===== src/rtl/hazard_stall_controller.sv =====
// Hazard/stall sequencer for a 5-stage pipeline with ID-stage branch resolution.
// It compares ID sources with the EX/MEM producers, drives stalls, bubbles and flushes, and keeps saturating counters.
module hazard_stall_controller #(
  parameter int CNT_WIDTH = 16
) (
  input  logic                 clk_i,
  input  logic                 rst_n_i,
  input  logic                 freeze_i,
  input  logic                 id_valid_i,
  input  logic                 id_is_branch_i,
  input  logic                 id_uses_rs_i,
  input  logic                 id_uses_rt_i,
  input  logic [4:0]           id_rs_addr_i,
  input  logic [4:0]           id_rt_addr_i,
  input  logic                 branch_taken_i,
  input  logic                 ex_reg_write_i,
  input  logic                 ex_mem_read_i,
  input  logic [4:0]           ex_write_addr_i,
  input  logic                 mem_reg_write_i,
  input  logic                 mem_mem_read_i,
  input  logic [4:0]           mem_write_addr_i,
  output logic                 pc_write_o,
  output logic                 if_id_write_o,
  output logic                 id_ex_bubble_o,
  output logic                 if_id_flush_o,
  output logic                 stall_o,
  output logic [CNT_WIDTH-1:0] stall_cnt_o,
  output logic [CNT_WIDTH-1:0] flush_cnt_o
);

  typedef enum logic {
    RUN   = 1'b0,
    STALL = 1'b1
  } state_e;

  state_e               state_q, state_d;
  logic [1:0]           rem_q, rem_d;
  logic [CNT_WIDTH-1:0] stall_cnt_q, stall_cnt_d;
  logic [CNT_WIDTH-1:0] flush_cnt_q, flush_cnt_d;

  logic       ex_rs_match, ex_rt_match, mem_rs_match, mem_rt_match;
  logic       ex_match, ex_load_match, mem_load_match;
  logic [1:0] stall_len;
  logic       stall_inc, flush_inc;

  // Register $0 is hard-wired to zero, so it never creates a dependency.
  assign ex_rs_match  = id_uses_rs_i && (id_rs_addr_i != 5'd0) && ex_reg_write_i
                        && (id_rs_addr_i == ex_write_addr_i);
  assign ex_rt_match  = id_uses_rt_i && (id_rt_addr_i != 5'd0) && ex_reg_write_i
                        && (id_rt_addr_i == ex_write_addr_i);
  assign mem_rs_match = id_uses_rs_i && (id_rs_addr_i != 5'd0) && mem_reg_write_i
                        && (id_rs_addr_i == mem_write_addr_i);
  assign mem_rt_match = id_uses_rt_i && (id_rt_addr_i != 5'd0) && mem_reg_write_i
                        && (id_rt_addr_i == mem_write_addr_i);

  assign ex_match       = ex_rs_match || ex_rt_match;
  assign ex_load_match  = ex_match && ex_mem_read_i;
  assign mem_load_match = (mem_rs_match || mem_rt_match) && mem_mem_read_i;

  // Rules are ordered by decreasing length, so the first hit is also the largest L.
  always_comb begin
    // NOTE: every always_comb output gets a default first so no path leaves it unassigned (no latch).
    stall_len = 2'd0;
    if (id_valid_i) begin
      if (id_is_branch_i) begin
        if (ex_load_match)       stall_len = 2'd2;
        else if (ex_match)       stall_len = 2'd1;
        else if (mem_load_match) stall_len = 2'd1;
      end else if (ex_load_match) begin
        stall_len = 2'd1;
      end
    end
  end

  always_comb begin
    state_d        = state_q;
    rem_d          = rem_q;
    pc_write_o     = 1'b1;
    if_id_write_o  = 1'b1;
    id_ex_bubble_o = 1'b0;
    if_id_flush_o  = 1'b0;
    stall_o        = 1'b0;
    stall_inc      = 1'b0;
    flush_inc      = 1'b0;

    unique case (state_q)
      RUN: begin
        if (stall_len != 2'd0) begin
          stall_o        = 1'b1;
          pc_write_o     = 1'b0;
          if_id_write_o  = 1'b0;
          id_ex_bubble_o = 1'b1;
          stall_inc      = 1'b1;
          if (stall_len == 2'd2) begin
            state_d = STALL;
            rem_d   = 2'd1;
          end
        end else if (id_is_branch_i && branch_taken_i) begin
          if_id_flush_o = 1'b1;
          flush_inc     = 1'b1;
        end
      end
      STALL: begin
        // Hazards are not re-examined here; the length was fixed on entry.
        stall_o        = 1'b1;
        pc_write_o     = 1'b0;
        if_id_write_o  = 1'b0;
        id_ex_bubble_o = 1'b1;
        stall_inc      = 1'b1;
        rem_d          = rem_q - 2'd1;
        if (rem_q <= 2'd1) state_d = RUN;
      end
      default: state_d = RUN;
    endcase

    // Freeze overrides every enable but leaves stall_o reporting the pending stall.
    if (freeze_i) begin
      pc_write_o     = 1'b0;
      if_id_write_o  = 1'b0;
      id_ex_bubble_o = 1'b0;
      if_id_flush_o  = 1'b0;
      state_d        = state_q;
      rem_d          = rem_q;
      stall_inc      = 1'b0;
      flush_inc      = 1'b0;
    end
  end

  always_comb begin
    stall_cnt_d = stall_cnt_q;
    flush_cnt_d = flush_cnt_q;
    if (stall_inc && (stall_cnt_q != '1)) stall_cnt_d = stall_cnt_q + CNT_WIDTH'(1);
    if (flush_inc && (flush_cnt_q != '1)) flush_cnt_d = flush_cnt_q + CNT_WIDTH'(1);
  end

  always_ff @(posedge clk_i or negedge rst_n_i) begin
    // NOTE: sequential state uses non-blocking assignments so all flops update together at the edge.
    if (!rst_n_i) begin
      state_q     <= RUN;
      rem_q       <= 2'd0;
      stall_cnt_q <= '0;
      flush_cnt_q <= '0;
    end else begin
      state_q     <= state_d;
      rem_q       <= rem_d;
      stall_cnt_q <= stall_cnt_d;
      flush_cnt_q <= flush_cnt_d;
    end
  end

  assign stall_cnt_o = stall_cnt_q;
  assign flush_cnt_o = flush_cnt_q;

endmodule


===== config.mk =====
export PLATFORM = sky130hd
export DESIGN_NAME = hazard_stall_controller
export DESIGN_NICKNAME = d
export VERILOG_FILES = /design/src/rtl/hazard_stall_controller.sv
export SDC_FILE = /design/constraint.sdc
export NUM_CORES = 1
export LEC_CHECK = 0
export ABC_AREA = 1
export CORE_MARGIN = 2
export CORE_UTILIZATION = 35
export DETAILED_ROUTE_END_ITERATION = 6
export PLACE_DENSITY = 0.62
export SYNTH_ARGS = -nofsm -noshare
export SYNTH_HDL_FRONTEND = slang
export SYNTH_SLANG_ARGS = --single-unit
export TNS_END_PERCENT = 1

===== constraint.sdc =====
create_clock -name clk_i -period 2.7 [get_ports clk_i]
set_input_delay 0.675 -clock clk_i [delete_from_list [all_inputs] [get_ports clk_i]]
set_output_delay 0.675 -clock clk_i [all_outputs]
set_load 0.02 [all_outputs]

Fig. 1: run 1, selected gate families
(3 px per um)
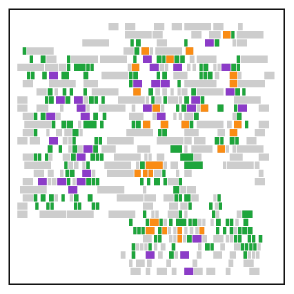
family	color	cells	most used
inverting AOI/OAI gates	orange	26	o21bai_1
NAND gates	green	181	nand2_1
XOR/XNOR gates	purple	32	xor2_1
logic gate fraction of the total cell area: 0.436
most frequent logic cell in the layout: sky130_fd_sc_hd__nand2_1
post-route insts no fill: 566

Fig. 2: run 1, clock wires, drivers and flops
(4 px per um)
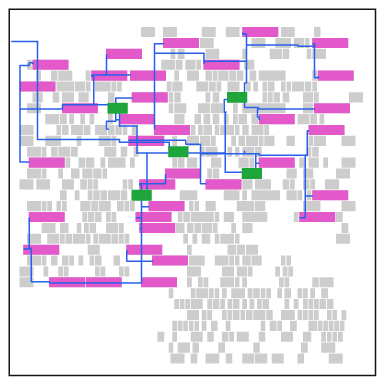
[flip-flops] magenta | count: 35
[cells driving clock nets] green | count: 5
[clock wires] blue | length: 543 um
routed clock nets	6
final setup skew: 0.00763 ns
fraction of power consumed by the clock network: 0.323
Insertion Delay late pin: 0.29 ns
power dissipated in the clock network: 482 uW

Fig. 3: run 1, clock nets
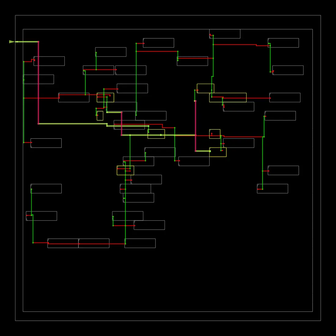
count of clock-net buffers in the final layout: 5
Inserted Clock Buffers: 5
number of sinks handled by clock tree synthesis: 35
final sequential cell count: 35

==> notes.org, run 1 <==
#+TITLE: Physical design notes

** Power
- PwrDens :: 417 nW/um2
- Internal Power :: 1010 uW
- Switching power as a share of total power :: 0.322
- The power report attributes to the combinational group a share of 0.273.

** Die
- Die Ht :: 91.2 um
- Well Taps :: 99
- DIE AREA :: 8320 um2
- Placeable core region :: 7290 um2

** Timing
- Number of pins exceeding their max-slew limit in the final report :: 0
- Max Freq :: around 0.38 GHz
- Transition time at the pin with the least slew margin :: 0.800 ns
- Measured against its own limit, the worst slew margin works out to 0.467.

** Layout
- Non-clock buffer share :: 0.196
- For this run, the script counts the antenna cells in the layout as 0.
- For the completed layout, the total cell area is recorded as 3580 um2.
- The sequential cells in the finished layout cover a total of 876 um2.

** Setup path
- Buffering stage count on the worst path with inverters included :: 3
- STA classifies the critical path startpoint as a primary input.
- The longest incremental delay of any stage on the critical path is reported as between 0.4 and 0.5 ns.
- The capture point of the worst register-to-register path is recorded as flush_cnt_o[2].
- CP endpoint kind :: primary output
- The timing report gives the worst reg2reg path a setup slack of 0.50 ns.

** Global route
- Maximum number of pins on one net before global-route repair :: 36
- Summed over all layers, the global routing overflow is 0.

** Synthesis
- Syn Inst Count :: 386
- By count the netlist is led by sky130_fd_sc_hd__nand2_1, sky130_fd_sc_hd__nand3_1, sky130_fd_sc_hd__inv_1.
- Primary FF master, synth :: sky130_fd_sc_hd__dfrtp_1
- The largest total area in the synthesized netlist belongs to sky130_fd_sc_hd__dfrtp_1.
- Chip area in the Yosys report :: 2660 um2
- Unique cell types :: 31

** Clocking
- In this run the number of H-tree levels came out at 2.

** Placement
- The HPWL after detailed placement is between 5 and 6 mm.

** Outcome
- The flow ran to the end, and the final reports show no timing, DRC or antenna violations.

** Route
- Per the log, the first TritonRoute iteration ended with a DRC count of 134.
==> inputs of run 2 (changes only) <==
CORE_MARGIN = 4   (was 2)
clock period = 3.2 ns   (was 2.7 ns; I/O delays follow)
Fig. 4: run 2, clock nets
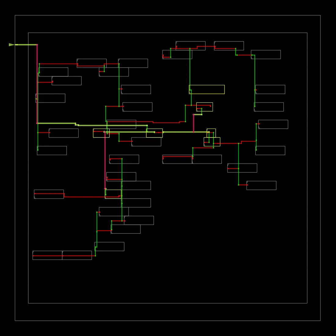
power dissipated in the clock network: 396 uW
final setup skew: 0.00738 ns

Fig. 5: run 2, selected gate families
(3 px per um)
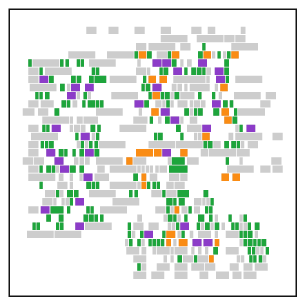
family	color	cells	most used
XOR/XNOR gates	purple	32	xor2_1
inverting AOI/OAI gates	orange	26	o21bai_1
NAND gates	green	181	nand2_1
post-route insts no fill: 560
logic gate fraction of the total cell area: 0.429

==> run 2 against run 1 <==
Routed wire length grew 1.9%. Critical endpoint unchanged. Non-clock buffer count shrank 5. Synthesized cell count is the same. Sequential cell count is the same. Highest routed layer unchanged. Sequential share of layout area shrank 0.24 points. Die area grew 9.0%. Largest cell class unchanged. Clock power shrank 18%. Cell count shrank 1.1%. Power shrank 17%.
==> notes.org, run 2 <==
#+TITLE: Physical design notes

** Timing
- The worst pin sits at a relative slew slack of 0.487.
- Looking at the max-slew report, the worst-margin pin has a slew of 0.769 ns.
- Number of pins exceeding their max-slew limit in the final report :: 0
- The highest clock rate this design can be run at is between 0.3 and 0.4 GHz.

** Synthesis
- Per the synthesis report, the dominant area consumer among library cells is sky130_fd_sc_hd__dfrtp_1.
- Post-synthesis, Yosys gives the total cell area as 2660 um2.
- The synthesized netlist handed to floorplanning was reported with a cell count of 386.
- Unique cell types :: 31
- The post-synth register bit count is 35.
- The commonest register cell is sky130_fd_sc_hd__dfrtp_1.
- Most used standard cells in the synthesized netlist :: sky130_fd_sc_hd__nand2_1, sky130_fd_sc_hd__nand3_1, sky130_fd_sc_hd__inv_1

** Layout
- Most frequent logic cell in the layout :: sky130_fd_sc_hd__nand2_1
- Counting the fill cells in the layout gives ~730.
- Top class by area :: logic gates
- Total area of sequential cells :: 876 um2
- Flop share of the area :: 0.242
- 0 antenna diodes ended up in the layout.
- Fraction of final layout cells sized beyond drive strength 1 :: 0.0954
- The clock buffers instantiated in the layout total 5.
- Final sequential cell count :: 35
- Non-clock buffer share :: 0.209
- Area of all placed cells without fillers :: ~3600 um2

** Setup path
- CP most frequent cell :: sky130_fd_sc_hd__nand2_1
- The script reports the combined buffer and inverter count of the critical path as 2.
- The longest incremental delay of any stage on the critical path is reported as 0.52 ns.
- The worst register-to-register path ends at stall_cnt_o[2].
- Launching point of the worst reg2reg path :: stall_cnt_o[0]
- The worst setup path is captured at a primary output.

** Die
- According to the tapcell log, the count of inserted taps is 99.
- DIE AREA :: 9060 um2
- Placeable core region :: 7330 um2
- Die Ht :: 95.2 um

** Power
- The share of total power dissipated in the clock network is 0.319.
- Gate power share :: 0.261
- Switching power as a share of total power :: 0.319
- Internal power comes to around 850 uW.
- PwrDens :: 343 nW/um2
- The leakage power in the latest report is approximately 0.002 uW.

** Placement
- Detailed placement finished with a half-perimeter wire length of 5.55 mm.

** Route
- Number of design-rule violations left by the first detailed-router iteration :: about 170

** Global route
- After global routing the overflow that remains totals 0.
- Maximum number of pins on one net before global-route repair :: 36

** Clocking
- Insertion Delay late pin :: about 0.29 ns
- The clock tree has to reach 35 sinks.
- Inserted Clock Buffers :: 5
- TritonCTS built the clock tree.

** Outcome
- Outcome :: finished clean
Power figures rest on the tool's default switching activity, not on a simulated workload.
